[config.mk]
export PLATFORM = sky130hd
export DESIGN_NAME = int_ctrl_flat
export DESIGN_NICKNAME = d
export VERILOG_FILES = /design/src/rtl/int_pkg.sv /design/src/rtl/int_ctrl_if.sv /design/src/rtl/int_prio_enc.sv /design/src/rtl/int_ctrl.sv /design/src/flat_wrapper.sv
export SDC_FILE = /design/constraint.sdc
export NUM_CORES = 1
export LEC_CHECK = 0
export ABC_AREA = 1
export CORE_MARGIN = 1.5
export CORE_UTILIZATION = 40
export CTS_CLUSTER_DIAMETER = 80
export DETAILED_ROUTE_END_ITERATION = 6
export PLACE_DENSITY = 0.79
export SYNTH_ARGS = -nofsm -noshare
export SYNTH_HDL_FRONTEND = slang
export SYNTH_SLANG_ARGS = --single-unit
[constraint.sdc]
create_clock -name clk -period 1.4 [get_ports clk]
set_input_delay 0.28 -clock clk [delete_from_list [all_inputs] [get_ports clk]]
set_output_delay 0.28 -clock clk [all_outputs]
set_load 0.01 [all_outputs]
[src/rtl/int_pkg.sv]
// Shared definitions for the interrupt controller: FSM state encoding,
// 8051 source index constants and default vector layout.
package int_pkg;

  typedef enum logic [1:0] {
    IDLE = 2'd0,
    REQ  = 2'd1,
    HOLD = 2'd2
  } int_state_e;

  // Classic 8051 source ordering (index 0 = highest natural priority)
  localparam int unsigned SRC_IE0 = 0;
  localparam int unsigned SRC_TF0 = 1;
  localparam int unsigned SRC_IE1 = 2;
  localparam int unsigned SRC_TF1 = 3;
  localparam int unsigned SRC_SER = 4;

  localparam int unsigned VEC_BASE_DEF   = 32'h0003;
  localparam int unsigned VEC_STRIDE_DEF = 8;

endpackage

[src/rtl/int_ctrl_if.sv]
// Interrupt controller bus: SFR-side enables/flags, CPU handshake and the
// vectored request back to the core.
//   slave  : the controller (int_ctrl)
//   master : the SFR block / core sequencer driving it
interface int_ctrl_if #(
  parameter int unsigned N_SRC = 5,
  parameter int unsigned VEC_W = 16
);
  localparam int unsigned ID_W = (N_SRC > 1) ? $clog2(N_SRC) : 1;

  logic             ea;
  logic [N_SRC-1:0] ie;
  logic [N_SRC-1:0] ip;
  logic [N_SRC-1:0] flag;
  logic [N_SRC-1:0] auto_clr;
  logic             irq_ack;
  logic             reti;
  logic             irq_req;
  logic [ID_W-1:0]  irq_id;
  logic [VEC_W-1:0] irq_vec;
  logic [N_SRC-1:0] clr_flag;
  logic [1:0]       in_svc;

  modport master (
    output ea, ie, ip, flag, auto_clr, irq_ack, reti,
    input  irq_req, irq_id, irq_vec, clr_flag, in_svc
  );

  modport slave (
    input  ea, ie, ip, flag, auto_clr, irq_ack, reti,
    output irq_req, irq_id, irq_vec, clr_flag, in_svc
  );
endinterface

[src/rtl/int_prio_enc.sv]
// Find-first-set: reports whether any request bit is set and the lowest
// set index.
//   i_req   : request mask
//   o_valid : at least one bit set
//   o_idx   : index of the lowest set bit (0 when none)
module int_prio_enc #(
  parameter int unsigned WIDTH = 5,
  parameter int unsigned IDX_W = 3
) (
  input  logic [WIDTH-1:0] i_req,
  output logic             o_valid,
  output logic [IDX_W-1:0] o_idx
);

  // Scan downward so the lowest index is the last (winning) assignment
  always_comb begin
    o_valid = 1'b0;
    o_idx   = '0;
    for (int i = int'(WIDTH) - 1; i >= 0; i--) begin
      if (i_req[i]) begin
        o_valid = 1'b1;
        o_idx   = IDX_W'(i);
      end
    end
  end

endmodule

[src/rtl/int_ctrl.sv]
// Two-level vectored interrupt controller for N sources.
// Arbitrates eligible sources (high level first, then lowest index), latches
// the winning id/vector toward the CPU until acknowledged, pulses the source
// flag clear on ack and tracks in-service levels for nesting/RETI.
//   clk, rst : core clock, async active-high reset
//   bus      : int_ctrl_if slave (enables, flags, ack/reti in; request out)
// Build option: INT_CTRL_REARB_EN re-runs arbitration while a request waits.
module int_ctrl
  import int_pkg::*;
#(
  parameter int unsigned N_SRC      = 5,
  parameter int unsigned VEC_W      = 16,
  parameter int unsigned VEC_BASE   = VEC_BASE_DEF,
  parameter int unsigned VEC_STRIDE = VEC_STRIDE_DEF
) (
  input  logic       clk,
  input  logic       rst,
  int_ctrl_if.slave  bus
);

  localparam int unsigned ID_W = (N_SRC > 1) ? $clog2(N_SRC) : 1;

  logic [N_SRC-1:0] w_elig;
  logic             w_hi_vld, w_lo_vld, w_any;
  logic [ID_W-1:0]  w_hi_idx, w_lo_idx, w_win_id;
  logic [VEC_W-1:0] w_win_vec;

  int_state_e       r_state, w_state_nxt;
  logic [ID_W-1:0]  r_id, w_id_nxt;
  logic [VEC_W-1:0] r_vec, w_vec_nxt;
  logic [N_SRC-1:0] r_clr, w_clr_nxt;
  logic [1:0]       r_svc, w_svc_nxt;

  // Low level needs nothing in service; high level only needs no high nesting
  always_comb begin
    for (int i = 0; i < int'(N_SRC); i++) begin
      w_elig[i] = bus.ea & bus.ie[i] & bus.flag[i] & (bus.ip[i] ? ~r_svc[1] : ~|r_svc);
    end
  end

  int_prio_enc #(.WIDTH(N_SRC), .IDX_W(ID_W)) u_enc_hi (
    .i_req   (w_elig & bus.ip),
    .o_valid (w_hi_vld),
    .o_idx   (w_hi_idx)
  );

  int_prio_enc #(.WIDTH(N_SRC), .IDX_W(ID_W)) u_enc_lo (
    .i_req   (w_elig & ~bus.ip),
    .o_valid (w_lo_vld),
    .o_idx   (w_lo_idx)
  );

  assign w_any     = w_hi_vld | w_lo_vld;
  assign w_win_id  = w_hi_vld ? w_hi_idx : w_lo_idx;
  // Modular arithmetic: truncating each term gives the truncated full sum
  assign w_win_vec = VEC_W'(VEC_BASE) + VEC_W'(w_win_id) * VEC_W'(VEC_STRIDE);

  always_comb begin
    w_state_nxt = r_state;
    w_id_nxt    = r_id;
    w_vec_nxt   = r_vec;
    w_clr_nxt   = '0;
    w_svc_nxt   = r_svc;

    // RETI releases the innermost level before any same-cycle ack sets one
    if (bus.reti) begin
      if (r_svc[1]) w_svc_nxt[1] = 1'b0;
      else          w_svc_nxt[0] = 1'b0;
    end

    unique case (r_state)
      IDLE: begin
        if (w_any) begin
          w_state_nxt = REQ;
          w_id_nxt    = w_win_id;
          w_vec_nxt   = w_win_vec;
        end
      end
      REQ: begin
        if (bus.irq_ack) begin
          w_state_nxt                = HOLD;
          w_svc_nxt[bus.ip[r_id]]    = 1'b1;
          w_clr_nxt[r_id]            = bus.auto_clr[r_id];
        end
`ifdef INT_CTRL_REARB_EN
        else if (w_any) begin
          w_id_nxt  = w_win_id;
          w_vec_nxt = w_win_vec;
        end else begin
          w_state_nxt = IDLE;
        end
`else
        else if (!w_elig[r_id]) begin
          w_state_nxt = IDLE;
        end
`endif
      end
      // Gives the flag clear a cycle to land before arbitrating again
      HOLD:    w_state_nxt = IDLE;
      default: w_state_nxt = IDLE;
    endcase
  end

  always_ff @(posedge clk or posedge rst) begin
    if (rst) begin
      r_state <= IDLE;
      r_id    <= '0;
      r_vec   <= '0;
      r_clr   <= '0;
      r_svc   <= 2'b00;
    end else begin
      r_state <= w_state_nxt;
      r_id    <= w_id_nxt;
      r_vec   <= w_vec_nxt;
      r_clr   <= w_clr_nxt;
      r_svc   <= w_svc_nxt;
    end
  end

  assign bus.irq_req  = (r_state == REQ);
  assign bus.irq_id   = r_id;
  assign bus.irq_vec  = r_vec;
  assign bus.clr_flag = r_clr;
  assign bus.in_svc   = r_svc;

endmodule

[src/flat_wrapper.sv]
// flat-port wrapper written by rule: the top's interface ports become plain ports
module int_ctrl_flat import int_pkg::*;
#(
  parameter int unsigned N_SRC      = 5,
  parameter int unsigned VEC_W      = 16,
  parameter int unsigned VEC_BASE   = VEC_BASE_DEF,
  parameter int unsigned VEC_STRIDE = VEC_STRIDE_DEF
)
  (clk, rst, bus_ea, bus_ie, bus_ip, bus_flag, bus_auto_clr, bus_irq_ack, bus_reti, bus_irq_req, bus_irq_id, bus_irq_vec, bus_clr_flag, bus_in_svc);
  int_ctrl_if #(.N_SRC(N_SRC), .VEC_W(VEC_W)) bus_i ();
  input  logic clk;
  input  logic rst;
  input wire logic [$bits(bus_i.ea)-1:0] bus_ea;
  input wire logic [$bits(bus_i.ie)-1:0] bus_ie;
  input wire logic [$bits(bus_i.ip)-1:0] bus_ip;
  input wire logic [$bits(bus_i.flag)-1:0] bus_flag;
  input wire logic [$bits(bus_i.auto_clr)-1:0] bus_auto_clr;
  input wire logic [$bits(bus_i.irq_ack)-1:0] bus_irq_ack;
  input wire logic [$bits(bus_i.reti)-1:0] bus_reti;
  output wire logic [$bits(bus_i.irq_req)-1:0] bus_irq_req;
  output wire logic [$bits(bus_i.irq_id)-1:0] bus_irq_id;
  output wire logic [$bits(bus_i.irq_vec)-1:0] bus_irq_vec;
  output wire logic [$bits(bus_i.clr_flag)-1:0] bus_clr_flag;
  output wire logic [$bits(bus_i.in_svc)-1:0] bus_in_svc;
  assign bus_i.ea = bus_ea;
  assign bus_i.ie = bus_ie;
  assign bus_i.ip = bus_ip;
  assign bus_i.flag = bus_flag;
  assign bus_i.auto_clr = bus_auto_clr;
  assign bus_i.irq_ack = bus_irq_ack;
  assign bus_i.reti = bus_reti;
  assign bus_irq_req = bus_i.irq_req;
  assign bus_irq_id = bus_i.irq_id;
  assign bus_irq_vec = bus_i.irq_vec;
  assign bus_clr_flag = bus_i.clr_flag;
  assign bus_in_svc = bus_i.in_svc;
  int_ctrl #(.N_SRC(N_SRC), .VEC_W(VEC_W), .VEC_BASE(VEC_BASE), .VEC_STRIDE(VEC_STRIDE)) u_core (.clk(clk), .rst(rst), .bus(bus_i));
endmodule
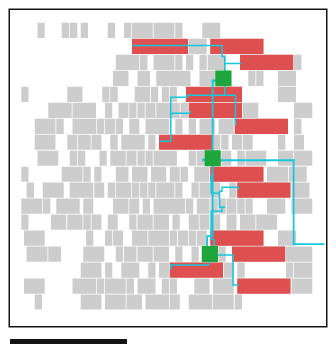
(clock wires, drivers and flops)
Scale bar: 20 µm.
legend:
  clock wires:
    color: cyan
    length: 166 µm
  clock drivers:
    color: green
    count: 3
  flip-flops:
    color: red
    count: 13
routed clock nets: 4
clk_skew: 0.00271 ns
clock share of power: 10.5%
Power Clock: 0.229 mW
clk_lat worst skew: 0.28 ns

==> flow_metrics.tcl <==
# flow metrics
set metrics [dict create \
    route.met3.wl_um 185 \
    setup_tns_ns -0.121 \
    powerSeq_mw 0.545 \
    ctsLongestPathBuffers 2 \
    crit_path_start "u_core.bus.in_svc[1]" \
    grt_max_degree 14 \
    min_path_type "in2async" \
    design_area_um2 1640 \
    antenna_found_initial 0 \
    synthToLayoutAreaGrowth_pct 59.2 \
    cts_max_level 1 \
    slew_violations 0 \
    rsz0062_at_grt "yes" \
    utilization_pct 66.9 \
    core_area_um2 2450 \
    power_density_nw_per_um2 1340 \
    r2r-end "u_core.r_state[0]" \
    yosysTopAreaCellShare_pct 31.5 \
    dp_slack_ns -0.415 \
    grt_use_total_pct 20.5 \
    p_leak_nw 0.920 \
    worstSetupPathType "reg2reg" \
    reg2reg_depth 9 \
    power_mw 2.19 \
    top_area_cell "dfrtp_1" \
    fin_ws_ns -0.0479 \
    overflow 0 \
    status "complete, but fails checks" \
    cts-root-buf "clkbuf_4" \
    gr-usage-met3_pct 3.61 \
    port_buffers 40 \
    route.met2.wl_mm 1.53 \
    io_pins 52 \
    num_rows 18 \
    required_ns 1.62 \
    max_stage_delay_ns 0.42 \
    fin_crit_sh_pct 103 \
    violations "negative setup slack" \
    final_common_cell "nand2_1" \
    finalNetCount 242 \
    layout.cells.non_filler 246 \
    fin_crit_ns 1.45 \
    dpl_cell_area_um2 1490 \
    path_clk_slew_ns 0.08 \
    endpoint_kind "register" \
    seqPwrFrac_pct 24.9 \
    combPwrFrac_pct 64.7 \
    wl_mm 2.85 \
    grt_busiest_layer "met2" \
    ys_cells 155 \
    cp_common_cell "nand2_1" \
    hold_buffers 0 \
    syn_inst 155 \
    pg_comb_mw 1.42 \
    crit_path_end "u_core.r_state[0]" \
    ys_ff 13 \
    chip_area_um2 2890 \
    topRoutingLayerUsed "met4" \
    r2r_slack_ns -0.05 \
    xor_share_pct 0 \
    vias_per_cell 4.74 \
    num_vias 1167 \
    maxPowerGroup "combinational logic" \
    cp_num_cells 9 \
    die_w_um 53.8 \
    setup_violations 5 \
    wl_met1_mm 1.05 \
    ir_drop_mv 0.681 \
    gp_congestion 0.912 \
    dp_hpwl_mm 2.09 \
    place_inst 232 \
    first_pass_iters 4 \
    synthAoiAreaFrac_pct 7.39 \
    drc 0 \
    fp-utilization_pct 42.0 \
    postRouteAntennaNets 0 \
]
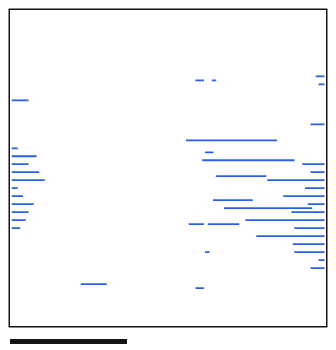
(the metal 3 layer)
Scale bar: 20 µm.
main direction: horizontal
longest straight run: 15.4 µm
nets with wire on the layer: 37
wire length on this layer: 185 µm

-- layout make-up --
type / instances / area (µm²) / area share, %
inverters: 24 / 90.1 / 5.48
flip-flops and latches: 13 / 328 / 20.0
well taps: 30 / 37.5 / 2.28
multi-input cells: 113 / 618 / 37.6
clock buffers: 4 / 26.3 / 1.60
repair buffers: 62 / 543 / 33.1
-- cell usage after synthesis, drive strengths merged --
| cell | n |
|---|---|
| nand2 | 48 |
| inv | 24 |
| nor2 | 21 |
| nand3 | 18 |
| buf | 15 |
| dfrtp | 13 |
| o21ai | 9 |
| a21oi | 2 |
| a22o | 1 |
| conb | 1 |
| nand3b | 1 |
| nor3 | 1 |
| o221ai | 1 |
-- what timing repair did --
action | CTS | global route
buffers inserted | 6 | 4
resized | 21 | 24
endpoints found under the setup margin | 20 | 9
pin swaps | 4 | 5
Power and IR drop assume default switching activity.
